==> src/rtl/fpu_divsqrt_arb.sv <==
// Round-robin arbiter and sequencer sharing one iterative FDIV/FSQRT unit among NUM_REQ requesters.
// Holds one operation at a time, drives the unit handshakes and returns the result to its owner.
package fpu_divsqrt_arb_pkg;
  localparam int unsigned FPU_OP_NUM = 2;
  localparam int unsigned OP_FDIV    = 0;
  localparam int unsigned OP_FSQRT   = 1;

  typedef enum logic [2:0] {
    RM_RNE = 3'd0,
    RM_RTZ = 3'd1,
    RM_RDN = 3'd2,
    RM_RUP = 3'd3,
    RM_RMM = 3'd4,
    RM_DYN = 3'd7
  } roundmode_e;

  typedef struct packed {
    logic nv;
    logic dz;
    logic of;
    logic uf;
    logic nx;
  } fflags_t;
endpackage

module fpu_divsqrt_arb
  import fpu_divsqrt_arb_pkg::*;
#(
  parameter int unsigned NUM_REQ = 2,
  parameter int unsigned FLEN    = 32
) (
  input  logic                                  i_clk,
  input  logic                                  i_rst,
  input  logic                                  i_flush,
  input  logic [NUM_REQ-1:0]                    i_req_valid,
  output logic [NUM_REQ-1:0]                    o_req_ready,
  input  logic [NUM_REQ-1:0][3:1][FLEN-1:0]     i_req_rs,
  input  logic [NUM_REQ-1:0][FPU_OP_NUM-1:0]    i_req_op,
  input  roundmode_e [NUM_REQ-1:0]              i_req_rm,
  output logic [NUM_REQ-1:0]                    o_rsp_valid,
  input  logic [NUM_REQ-1:0]                    i_rsp_ready,
  output logic [FLEN-1:0]                       o_rsp_result,
  output fflags_t                               o_rsp_fflags,
  output logic                                  o_du_valid,
  input  logic                                  i_du_ready,
  output logic [3:1][FLEN-1:0]                  o_du_rs,
  output logic [FPU_OP_NUM-1:0]                 o_du_op,
  output roundmode_e                            o_du_rm,
  input  logic                                  i_du_valid,
  output logic                                  o_du_ready,
  input  logic [FLEN-1:0]                       i_du_result,
  input  fflags_t                               i_du_fflags,
  output logic                                  o_busy
);

  localparam int unsigned PW = $clog2(NUM_REQ);

  typedef enum logic [1:0] {IDLE, ISSUE, WAIT, RESP} state_e;

  state_e                  state_q, state_d;
  logic [PW-1:0]           rr_ptr_q, owner_q, win_idx, ptr_next;
  logic [PW:0]             scan_idx;
  logic                    win_found;
  logic                    accept, capture, ptr_upd, drop_set, drop_clr, drop_q;
  logic [NUM_REQ-1:0]      req_ready, rsp_valid;
  logic                    du_valid, du_ready;
  logic [3:1][FLEN-1:0]    rs_q;
  logic [FPU_OP_NUM-1:0]   op_q;
  roundmode_e              rm_q;
  logic [FLEN-1:0]         result_q;
  fflags_t                 fflags_q;

  // First valid requester scanning upward from rr_ptr, wrapping by compare-and-subtract
  always_comb begin
    win_found = 1'b0;
    win_idx   = '0;
    scan_idx  = '0;
    for (int unsigned i = 0; i < NUM_REQ; i++) begin
      scan_idx = {1'b0, rr_ptr_q} + (PW+1)'(i);
      if (scan_idx >= (PW+1)'(NUM_REQ)) scan_idx = scan_idx - (PW+1)'(NUM_REQ);
      if (!win_found && i_req_valid[scan_idx[PW-1:0]]) begin
        win_found = 1'b1;
        win_idx   = scan_idx[PW-1:0];
      end
    end
  end

  assign ptr_next = (owner_q == PW'(NUM_REQ - 1)) ? '0 : owner_q + PW'(1);

  always_comb begin
    state_d   = state_q;
    req_ready = '0;
    rsp_valid = '0;
    du_valid  = 1'b0;
    du_ready  = 1'b0;
    accept    = 1'b0;
    capture   = 1'b0;
    ptr_upd   = 1'b0;
    drop_set  = 1'b0;
    drop_clr  = 1'b0;
    case (state_q)
      IDLE: begin
        if (win_found && !i_flush) begin
          req_ready[win_idx] = 1'b1;
          accept             = 1'b1;
          state_d            = ISSUE;
        end
      end
      ISSUE: begin
        if (i_flush) begin
          ptr_upd = 1'b1;
          state_d = IDLE;
        end else begin
          du_valid = 1'b1;
          if (i_du_ready) state_d = WAIT;
        end
      end
      WAIT: begin
        du_ready = 1'b1;
        if (i_flush) ptr_upd = 1'b1;
        // A flushed op still has to drain its result out of the unit
        if (i_du_valid) begin
          capture  = 1'b1;
          drop_clr = 1'b1;
          state_d  = (i_flush || drop_q) ? IDLE : RESP;
        end else if (i_flush) begin
          drop_set = 1'b1;
        end
      end
      RESP: begin
        if (i_flush) begin
          ptr_upd = 1'b1;
          state_d = IDLE;
        end else begin
          rsp_valid[owner_q] = 1'b1;
          if (i_rsp_ready[owner_q]) begin
            ptr_upd = 1'b1;
            state_d = IDLE;
          end
        end
      end
      default: state_d = IDLE;
    endcase
  end

  always_ff @(posedge i_clk or posedge i_rst) begin
    if (i_rst) state_q <= IDLE;
    else       state_q <= state_d;
  end

  always_ff @(posedge i_clk or posedge i_rst) begin
    if (i_rst) begin
      rr_ptr_q <= '0;
      owner_q  <= '0;
      drop_q   <= 1'b0;
      rs_q     <= '0;
      op_q     <= '0;
      rm_q     <= RM_RNE;
      result_q <= '0;
      fflags_q <= '0;
    end else begin
      if (accept) begin
        rs_q    <= i_req_rs[win_idx];
        op_q    <= i_req_op[win_idx];
        rm_q    <= i_req_rm[win_idx];
        owner_q <= win_idx;
      end
      if (capture) begin
        result_q <= i_du_result;
        fflags_q <= i_du_fflags;
      end
      if (ptr_upd) rr_ptr_q <= ptr_next;
      if (drop_clr)      drop_q <= 1'b0;
      else if (drop_set) drop_q <= 1'b1;
    end
  end

  // Grant is combinational on i_req_valid, so it is also masked while reset is asserted
  assign o_req_ready  = i_rst ? '0 : req_ready;
  assign o_rsp_valid  = rsp_valid;
  assign o_du_valid   = du_valid;
  assign o_du_ready   = du_ready;
  assign o_du_rs      = rs_q;
  assign o_du_op      = op_q;
  assign o_du_rm      = rm_q;
  assign o_rsp_result = result_q;
  assign o_rsp_fflags = fflags_q;
  assign o_busy       = (state_q != IDLE);

endmodule

==> config.mk <==
export PLATFORM = sky130hd
export DESIGN_NAME = fpu_divsqrt_arb
export DESIGN_NICKNAME = d
export VERILOG_FILES = /design/src/rtl/fpu_divsqrt_arb.sv
export SDC_FILE = /design/constraint.sdc
export NUM_CORES = 1
export LEC_CHECK = 0
export ABC_AREA = 1
export CAP_MARGIN = 20
export CORE_AREA = 2 2 153 155
export CTS_CLUSTER_DIAMETER = 100
export DETAILED_ROUTE_END_ITERATION = 8
export DIE_AREA = 0 0 155 157
export PLACE_DENSITY_LB_ADDON = 0.12
export SLEW_MARGIN = 20
export SYNTH_ARGS = -nofsm -noshare
export SYNTH_HDL_FRONTEND = slang
export SYNTH_SLANG_ARGS = --single-unit
==> constraint.sdc <==
create_clock -name i_clk -period 4.55 [get_ports i_clk]
set_clock_uncertainty 0.15 [all_clocks]
set_input_delay 0.455 -clock i_clk [delete_from_list [all_inputs] [get_ports i_clk]]
set_output_delay 0.455 -clock i_clk [all_outputs]
set_load 0.1 [all_outputs]
Fig. 1: run 1, drive-strength map
(3 px per um)
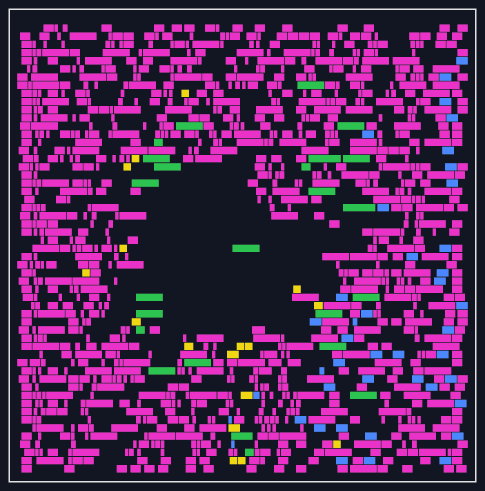
Magenta shows x1 and smaller, cells 998, share 92%. Green shows x6 and larger, cells 24, share 2.2%. Blue shows x2, cells 42, share 3.9%. Yellow shows x3 and x4, cells 17, share 1.6%.

Fig. 2: run 1, register map, names as in the netlist
(2 px per um)
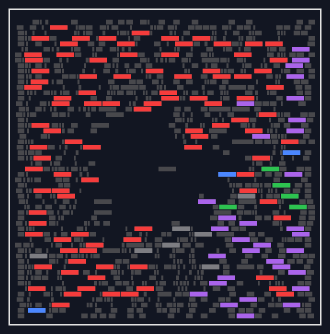
Blue shows o_du_rm, sequential cells 3. Purple shows o_rsp_result, sequential cells 32. Green shows o_rsp_fflags, sequential cells 5, where east. Red shows o_du_rs, sequential cells 96, where widely spread.
Another 7 sequential cells are not colored.

==> GITHUB_STEP_SUMMARY, run 1 <==
## Synthesis and layout report

| Metric | Value |
|---|---|
| Crit path DAT | `2480 ps` |
| Busiest grt layer | `met2` |
| Clock buf/inv share | `0.0523` |
| Htree depth | `4` |
| Inst Count DP | `1335` |
| Fmax | `324 MHz` |
| Dpl hpwl | `17100 um` |
| Comb area share | `0.214` |
| Combinational Gates | `491` |
| Antenna-violating nets left | `0` |
| Syn nets | `941` |
| Most numerous logic cell after layout | `clkdlybuf4s50_1` |
| DR top layer | `met4` |
| Share of layout cells above drive strength 1 | `0.0768` |
| Cell Rows | `55` |
| Worst hold path endpoint | `rr_ptr_q` |
| Fin nets | `1322` |
| # Post-CTS Setup Buffers | `0` |
| # fillers | `2200` |
| CP Class | `input port to primary output` |
| Worst Path Max Fanout | `9` |
| Flop-to-flop setup slack | `1990 ps` |
| Syn Std Cell Area | `0.00620 mm^2` |
| CTS hold repair buffers | `0` |
| Most frequent cells in the layout | `clkdlybuf4s50_1, nand2_1, dfrtp_1` |
| Status | `finished, final reports clean` |
| Flops & latches, synth | `143` |
| Comb gate area | `0.00234 mm^2` |
| Cells after synthesis | `688` |
| Top cells, area | `dfrtp_1, nand2_1, nand3_1` |
| Clock tree from TritonCTS | `done` |
| Top cells by count | `nand2_1, dfrtp_1, nand3_1, mux2_2, buf_4` |
| Starting DRT DRC Count | `211` |
| Layout Cells excl Fill | `1366` |
| Avg Inst Size Synth | `9.01 um^2` |
| Port bufs | `392` |
| Yosys stat area | `0.00620 mm^2` |
Fig. 3: run 1, clock nets
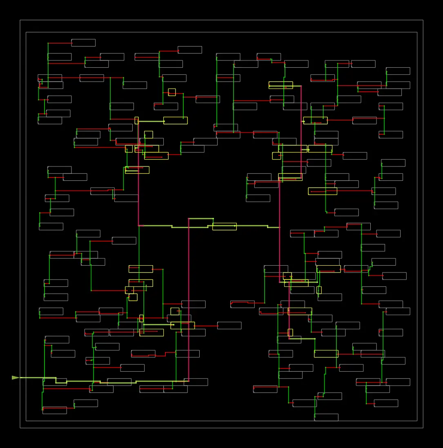
CTS Sinks: 143
Seq cells: 143
clock buffers: 19
clk_lat worst skew: 410 ps

-- run 1: worst reg2reg max path, cell delays in order (launching register included) --
cell and delay [ps]:
dfrtp_1 420, inv_1 110, ha_1 250, nand2_4 440, nor2_4 230, buf_4 590
nand2_1 190, nand3_1 110
-- run 1: logic make-up (layout without fill, tap and decap cells) --
kind of cell    Yosys count  after routing  share of synthesized area
compound gates            5              5                    0.00404
flops                   143            143                      0.577
simple gates            444            444                      0.293
fa+ha+maj                 5              5                     0.0101
mux                      37             37                     0.0672
buf+inv                  54            447                     0.0479
-- run 1: state kept, by name, summed over array words and instances, names as in the netlist --
signal,cells
drop_q,1
o_du_op,2
o_du_rm,3
o_du_rs,96
o_rsp_fflags,5
o_rsp_result,32
owner_q,1
rr_ptr_q,1
state_q,2
==> run 2: changes to the inputs <==
==> constraint.sdc (replaced) <==
create_clock -name i_clk -period 2.7 [get_ports i_clk]
set_clock_uncertainty 0.15 [all_clocks]
set_input_delay 0.27 -clock i_clk [delete_from_list [all_inputs] [get_ports i_clk]]
set_output_delay 0.27 -clock i_clk [all_outputs]
set_load 0.1 [all_outputs]
Fig. 4: run 2, wiring heat map
(2 px per um) 31 x 31 tiles, from black (low) to pale yellow (high), scaled to the fullest tile. Values are wire area over tile area, all layers added.
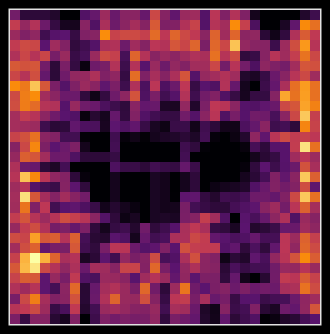
8.2% of the tiles are nearly empty. The emptiest ninth of the die: center. The mean over all tiles is 0.15. 18% of the tiles are over half the peak. The fullest tile reaches 0.47.
WL/cell: 16.2 um
GRT Total Usage: 0.177
final wirelength: 22200 um

Fig. 5: run 2, register map, names as in the netlist
(2 px per um)
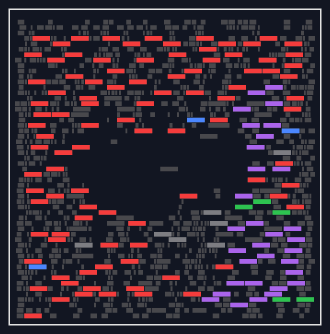
flop share of the area: 0.336
fin util: 0.474
Seq. cell area: 0.00358 mm^2

==> GITHUB_STEP_SUMMARY, run 2 <==
## Synthesis and layout report

| Metric | Value |
|---|---|
| Status | `finished, final reports clean` |
| Worst Path Max Fanout | `15 (+6)` |
| Port bufs | `392 (unchanged)` |
| Layout Cells excl Fill | `1369 (+0.22%)` |
| Xor/xnor share | `0 (unchanged)` |
| Slew margin rel. | `0.536` |
| Most frequent cells in the layout | `nand2_1, clkdlybuf4s50_1, buf_4` |
| Worst path cell trace | `inv_1, ha_1, nand2_4, buf_4, nor3_2, buf_12` |
| CTS Sinks | `143 (unchanged)` |
| DR top layer | `met4` |
| Most numerous logic cell after layout | `nand2_1` |
| Syn Std Cell Area | `0.00620 mm^2 (unchanged)` |
| Htree depth | `4 (unchanged)` |
| Gpl congestion | `0.739` |
| Clock tree from TritonCTS | `done` |
| Syn nets | `941 (unchanged)` |
| Cell Rows | `55 (unchanged)` |
| Inst Count DP | `1337 (+0.15%)` |
| Antenna-violating nets left | `0 (unchanged)` |
| Compound Share, Synth | `0.00404 (unchanged)` |
| Top cells, area | `dfrtp_1, nand2_1, nand3_1` |
| Setup TNS | `0 ps` |
| Crit path DAT | `1960 ps (-520 ps)` |
| Flop-to-flop setup slack | `710 ps (-1280 ps)` |
| Top logic family | `simple AND/OR/NAND/NOR gates` |
| Max-slew violation count | `0` |
| Fmax | `420 MHz` |
| Starting DRT DRC Count | `244 (+16%)` |
| Share of layout cells above drive strength 1 | `0.214 (+0.137)` |
| Top cells by count | `nand2_1, dfrtp_1, nand3_1, mux2_2, buf_4` |
| Min setup slack post-route | `318 ps` |
| Clk_lat worst skew | `410 ps (about the same)` |
| Fin nets | `1324 (+0.15%)` |
| Mux cell area share | `0.0672 (unchanged)` |
| Flops & latches, synth | `143 (unchanged)` |
| Wl on met1 | `8930 um` |
| FA/HA/MAJ Cells, Area Fraction | `0.0101 (unchanged)` |
| Post-Synth Simple-Gate Area | `0.293 (unchanged)` |
| CP Class | `register to primary output` |
| Yosys stat area | `0.00620 mm^2 (unchanged)` |
| Worst hold path endpoint | `o_du_rs[87]` |
| # Post-CTS Setup Buffers | `0 (unchanged)` |
| Cells after synthesis | `688 (unchanged)` |
| Avg Inst Size Synth | `9.01 um^2 (unchanged)` |
| Number of flip-flops in the largest register | `96 (unchanged)` |
| Dpl hpwl | `16300 um (-4.6%)` |
run 2: cell type report:
cell class	instances	area [um^2]
fillers	2234	11800
repair buffers	402	3710
flip-flops and latches	143	3580
multi-input cells	491	2340
clock buffers	18	429
well taps	285	357
clock inverters	14	180
inverters	16	63.8
run 2: worst max-delay path: cells and delay by family, from the launching register on:
kind | cells | cell delay [ps]
and+or+nand+nor | 2 | 330
adders and majority gates | 1 | 260
DFF | 1 | 420
buffers and inverters | 3 | 540
